Figure 1. I/O nets highlighted.
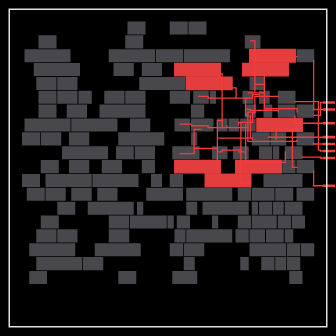
Figure 2. Gate families picked out.
The bar under the picture is 20 um long.
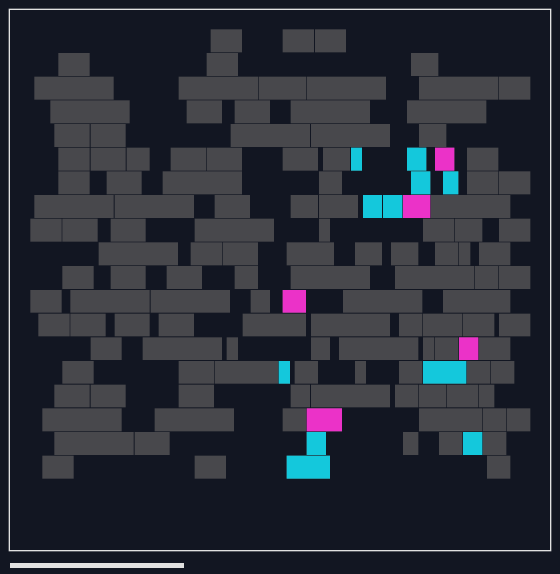
Figure 3. Metal 3.
The bar under the picture is 20 um long.
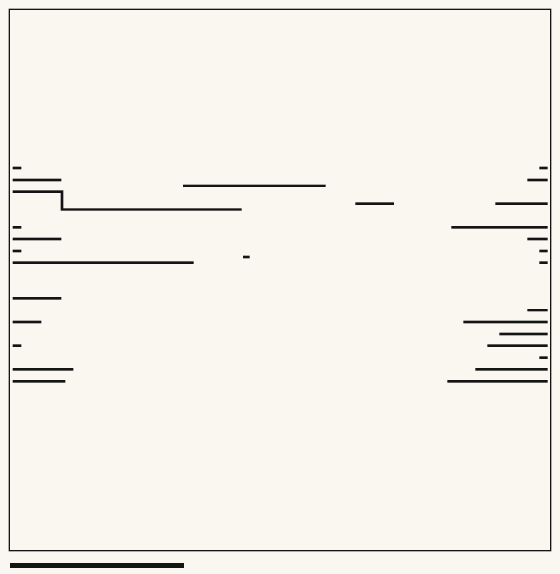
## src/rtl/fifo_drain_pkg.sv

```systemverilog
// Shared types and constants for the FIFO read-side drain controller.
//   buf_state_e : occupancy state of the 2-entry output buffer
//   BUF_DEPTH   : number of output buffer entries (read credit limit)
package fifo_drain_pkg;

  localparam int unsigned BUF_DEPTH = 2;

  // Encoding equals occupancy so the state can be used directly as a count.
  typedef enum logic [1:0] {
    BUF_EMPTY = 2'd0,
    BUF_ONE   = 2'd1,
    BUF_TWO   = 2'd2
  } buf_state_e;

endpackage

```

## src/rtl/fifo_drain_buf.sv

```systemverilog
// Two-entry ordered output buffer. Absorbs the FIFO read latency so reads can
// be issued ahead of downstream acceptance.
//   clk, rst    : clock, asynchronous active-high reset
//   push        : write push_data at the tail this edge
//   push_data   : word to write
//   pop         : head consumed this edge (ignored when empty)
//   head        : oldest buffered word
//   occ         : number of buffered words (0..2)
module fifo_drain_buf
  import fifo_drain_pkg::*;
#(
  parameter int unsigned DATA_W = 8
) (
  input  logic              clk,
  input  logic              rst,
  input  logic              push,
  input  logic [DATA_W-1:0] push_data,
  input  logic              pop,
  output logic [DATA_W-1:0] head,
  output logic [1:0]        occ
);

  buf_state_e        state_q, state_d;
  logic [DATA_W-1:0] head_q, head_d;
  logic [DATA_W-1:0] tail_q, tail_d;

  always_comb begin
    state_d = state_q;
    head_d  = head_q;
    tail_d  = tail_q;
    unique case (state_q)
      BUF_EMPTY: begin
        if (push) begin
          head_d  = push_data;
          state_d = BUF_ONE;
        end
      end
      BUF_ONE: begin
        if (push && pop) begin
          head_d = push_data;
        end else if (push) begin
          tail_d  = push_data;
          state_d = BUF_TWO;
        end else if (pop) begin
          state_d = BUF_EMPTY;
        end
      end
      BUF_TWO: begin
        // Push without pop cannot happen here: the read credit forbids it.
        if (pop) begin
          head_d = tail_q;
          if (push) begin
            tail_d = push_data;
          end else begin
            state_d = BUF_ONE;
          end
        end
      end
      default: state_d = BUF_EMPTY;
    endcase
  end

  always_ff @(posedge clk or posedge rst) begin
    if (rst) begin
      state_q <= BUF_EMPTY;
      head_q  <= '0;
      tail_q  <= '0;
    end else begin
      state_q <= state_d;
      head_q  <= head_d;
      tail_q  <= tail_d;
    end
  end

  assign head = head_q;
  assign occ  = state_q;

endmodule

```

## src/rtl/fifo_drain.sv

```systemverilog
// Read-side controller for the synchronous FIFO. Issues reads only while the
// FIFO is non-empty and buffer space is guaranteed, buffers the 1-cycle read
// latency and presents words on a valid/ready stream.
//   clk, rst     : clock, asynchronous active-high reset
//   drain_en     : permit new FIFO reads
//   fifo_empty   : FIFO empty flag
//   fifo_rd_data : FIFO read data, valid the cycle after fifo_rd_en
//   fifo_rd_en   : FIFO read strobe
//   m_valid      : output word available
//   m_data       : output word
//   m_ready      : downstream accepts
//   drain_cnt    : words transferred on m_*, wrapping
module fifo_drain
  import fifo_drain_pkg::*;
#(
  parameter int unsigned DATA_W = 8,
  parameter int unsigned CNT_W  = 8
) (
  input  logic              clk,
  input  logic              rst,
  input  logic              drain_en,
  input  logic              fifo_empty,
  input  logic [DATA_W-1:0] fifo_rd_data,
  output logic              fifo_rd_en,
  output logic              m_valid,
  output logic [DATA_W-1:0] m_data,
  input  logic              m_ready,
  output logic [CNT_W-1:0]  drain_cnt
);

  localparam logic [2:0] DepthLvl = 3'(BUF_DEPTH);

  logic             inflight_q, inflight_d;
  logic [CNT_W-1:0] cnt_q, cnt_d;
  logic [1:0]       occ;
  logic             pop;
  logic [2:0]       level;

  fifo_drain_buf #(
    .DATA_W (DATA_W)
  ) u_buf (
    .clk       (clk),
    .rst       (rst),
    .push      (inflight_q),
    .push_data (fifo_rd_data),
    .pop       (pop),
    .head      (m_data),
    .occ       (occ)
  );

  assign m_valid = (occ != 2'd0);
  assign pop     = m_valid & m_ready;

  // Occupancy after this edge; pop implies occ >= 1 so this never underflows.
  // Including pop lets a read issue in the same cycle a full buffer drains.
  assign level = {1'b0, occ} + {2'b00, inflight_q} - {2'b00, pop};

  always_comb begin
    fifo_rd_en = ~rst & drain_en & ~fifo_empty & (level < DepthLvl);
    inflight_d = fifo_rd_en;
    cnt_d      = pop ? cnt_q + CNT_W'(1) : cnt_q;
  end

  always_ff @(posedge clk or posedge rst) begin
    if (rst) begin
      inflight_q <= 1'b0;
      cnt_q      <= '0;
    end else begin
      inflight_q <= inflight_d;
      cnt_q      <= cnt_d;
    end
  end

  assign drain_cnt = cnt_q;

  a_rd_nonempty : assert property (@(posedge clk) disable iff (rst)
    fifo_rd_en |-> !fifo_empty);

  a_no_overflow : assert property (@(posedge clk) disable iff (rst)
    ({1'b0, occ} + {2'b00, inflight_q}) <= DepthLvl);

  a_data_stable : assert property (@(posedge clk) disable iff (rst)
    (m_valid && !m_ready) |=> ($stable(m_data) && m_valid));

  a_cnt_step : assert property (@(posedge clk) disable iff (rst)
    pop |=> (drain_cnt == $past(drain_cnt) + CNT_W'(1)));

endmodule
```

## config.mk

```make
export PLATFORM = sky130hd
export DESIGN_NAME = fifo_drain
export DESIGN_NICKNAME = d
export VERILOG_FILES = /design/src/rtl/fifo_drain_pkg.sv /design/src/rtl/fifo_drain_buf.sv /design/src/rtl/fifo_drain.sv
export SDC_FILE = /design/constraint.sdc
export NUM_CORES = 1
export LEC_CHECK = 0
export ABC_CLOCK_PERIOD_IN_PS = 3500
export CAP_MARGIN = 40
export CORE_MARGIN = 2
export CORE_UTILIZATION = 39
export DETAILED_ROUTE_END_ITERATION = 7
export PLACE_DENSITY = 0.76
export SYNTH_ARGS = -nofsm -noshare
export SYNTH_HDL_FRONTEND = slang
export SYNTH_HIERARCHICAL = 1
export SYNTH_SLANG_ARGS = --single-unit
```

## constraint.sdc

```tcl
create_clock -name clk -period 3.5 [get_ports clk]
set_input_delay 0.875 -clock clk [delete_from_list [all_inputs] [get_ports clk]]
set_output_delay 0.875 -clock clk [all_outputs]
set_load 0.01 [all_outputs]
```

==> flow_summary.ini <==
; flow metrics
[outcome]
status = complete, no violations

[timing]
rsz0062_at_grt = no
hold_viol = 0
slew-limit-headroom_pct = 52.90
layout_min_cycle_time_ns = 3.319
worstMarginPinSlew_ns = 0.7058
skew_ns = 0.002714
max_freq_mhz = 301.3
tns_ns = 0
whs_ns = 0.4880
period_used_pct = 94.83
fin_ws_ns = 0.1810
slew_violations = 0

[place]
place_ws_ns = -0.6742
postPlaceCellArea_sq_mm = 0.001678
portBuffers = 30
dp.cells = 172
hpwl_um = 1730

[worst_setup_path]
reg2regPathDepth = 13
crit_start = m_ready
slowest_stage = fa_1
start_kind = primary input
crit_family = adder cells
critPathBufInv = 2
worstPathRequired_ns = 2.62
crit_end = fifo_rd_en
slowest_delay_ns = 0.49
reg2reg_from = u_buf/occ[0]$_DFFE_PP0P_
rr_endpoint = inflight_q$_DFF_PP0_
end_kind = primary output
path_class = primary input to primary output
ff2ff_setup_slack_ns = 0.86
crit_chain = clkbuf_2 > o21a_1 > ha_1 > nand2b_4 > fa_1 > nand2_2 > nor4_4 > buf_2
critPathMaxFanout = 2
cp.arrival_ns = 2.44
cp.depth = 8

[cells_and_area]
seqCellArea_sq_um = 675.6
finish.instance_area_sq_mm = 0.001779
fin_util_pct = 54.17
drive_gt1_share_pct = 36.23
final_nets = 155
comb_area_sq_um = 624.3
fillers = 300
final_cell_mix = clkdlybuf4s50_1 (28), dfrtp_1 (27), mux2_2 (23)
layout.cells.most_common = clkdlybuf4s50_1
syn2layout_area_growth_pct = 35.56
n_antenna_cell = 0
final_cells = 184

[power]
switchingPower_uw = 408.2
p_sw_share_pct = 32.16
powerDensity_mw_per_mm2 = 713.5
p_seq_share_pct = 41.6
irDropWorstVdd_v = 0.0003798
p_leak_uw = 0.0007763
pwr-share-clk_pct = 10.3
p_total_uw = 1269
internal_power_uw = 861.3

[worst_hold_path]
min_path_cells = 1
worstHoldPathType = flop to flop
whs_endpoint = drain_cnt[7]$_DFFE_PP0P_

[grt]
overflow = 0
grt_pass1_vias = 872
track_usage_pct = 14.34
grt_pass1_wl_um = 4015
grt_max_degree = 19
antenna_found_initial = 0

[logic_synthesis]
ys_cells = 94
yosys_warnings = 6
yosysTopAreaCell = dfrtp_1
avgSynthCellArea_sq_um = 13.96
ys.flops = 27
syn_inst = 94
floorplan.nets = 110
synthesis.area_sq_mm = 0.001313
ys_area_sq_mm = 0.001313
ys_seq_share_pct = 51.48
ys.flop_type = dfrtp_1
netlist_top_cells_count = dfrtp_1 (27), mux2_2 (23), xnor2_1 (6)
top_cell = dfrtp_1
topCellsByArea = dfrtp_1 (51%), mux2_2 (20%), xnor2_1 (4.0%)
async_flop_share_pct = 100.0
edf_count = 0

[drt]
wl_um = 2414
wl_per_cell_um = 13.12
first_iter_violations = 26
vias = 900
ant_nets = 0
drc = 0
firstDrtPassIters = 4

[clock_tree]
cts_buffer_depth = 2
cts_tree = built
root_buffer = clkbuf_4
cts_sinks = 27
cts_buffers = 3
clk_latency_ns = 0.32
clk_pin_slew_ns = 0.13
cts-hold-fix-buffers = 0
cts_max_level = 1

[floorplanning]
chipArea_sq_mm = 0.003845
io_pins = 31
dieWidth_um = 62.01
rows = 21
core_area_sq_mm = 0.003284
initCoreUtil_pct = 39.96
fp.dieH_um = 62.01

[flow_run]
cap_violations = 0
warning_count = 26
About Figure 1:
| port | color | bits | direction | edge | end cells | buffers | wire |
|---|---|---|---|---|---|---|---|
| drain_cnt | red | 8 | output | east | 8 | 8 | 276 um |

About Figure 2:
| family | color | cells |
|---|---|---|
| NAND gates | cyan | 11 |
| AND and OR gates | magenta | 5 |

About Figure 3:
longest straight run: 20.5 um
share of all routed wire: 7.0%

[cell type report]
cell class | count | area share [%]
flip-flops and latches | 27 | 37.97
multi-input cells | 61 | 35.09
repair buffers | 42 | 21.38
well taps | 46 | 3.235
clock buffers | 4 | 1.477
inverters | 4 | 0.8439
[cell families (layout without fill, tap and decap cells)]
family	Yosys count	count (layout)	share of synthesized area, %
AOI/OAI and AO/OA	7	7	5.720
xor gates and xnor gates	8	8	5.339
adders and majority gates	3	3	3.432
buffers and inverters	6	50	2.859
DFF	27	27	51.48
muxes	25	25	22.02
and+or+nand+nor	18	18	9.152
[power by group through the flow]
stage               Clock, uW  Sequential (uW)  Combinational [uW]
floorplan                   0              564                 293
global placement            0              528                 555
detailed placement          0              533                 572
CTS                       138              530                 601
global route              148              549                 670
finish                    131              528                 610
[routing by layer]
| layer | track usage, % | wire [um] | vias to the layer above |
|---|---|---|---|
| met2 | 23.21 | 1136 | 31 |
| met1 | 19.07 | 1100 | 447 |
| met5 | 0 | 0 | - |
| met4 | 2.736 | 8 | 0 |
| met3 | 4.555 | 168 | 2 |
| li1 | - | - | 420 |
[timing repair]
action / in CTS / in global routing
endpoints found under the setup margin: 1 / 1
pin swaps: 4 / 4
resized: 8 / 3
setup buffers: 7 / 1
[sequential cells by signal (all words and copies together), names as in the netlist]
signal        count
drain_cnt         8
inflight_q        1
u_buf/head        8
u_buf/occ         2
u_buf/tail_q      8
[worst reg2reg max path: cells and delay by family, from the launching register on]
kind | cells | cell delay, ns
DFF | 1 | 0.41
and+or+nand+nor | 2 | 0.20
AOI/OAI and AO/OA | 1 | 0.21
xor gates and xnor gates | 1 | 0.26
adders and majority gates | 2 | 0.64
buffers and inverters | 7 | 0.84
No activity file was given, so power comes from the tool's default toggle rates.
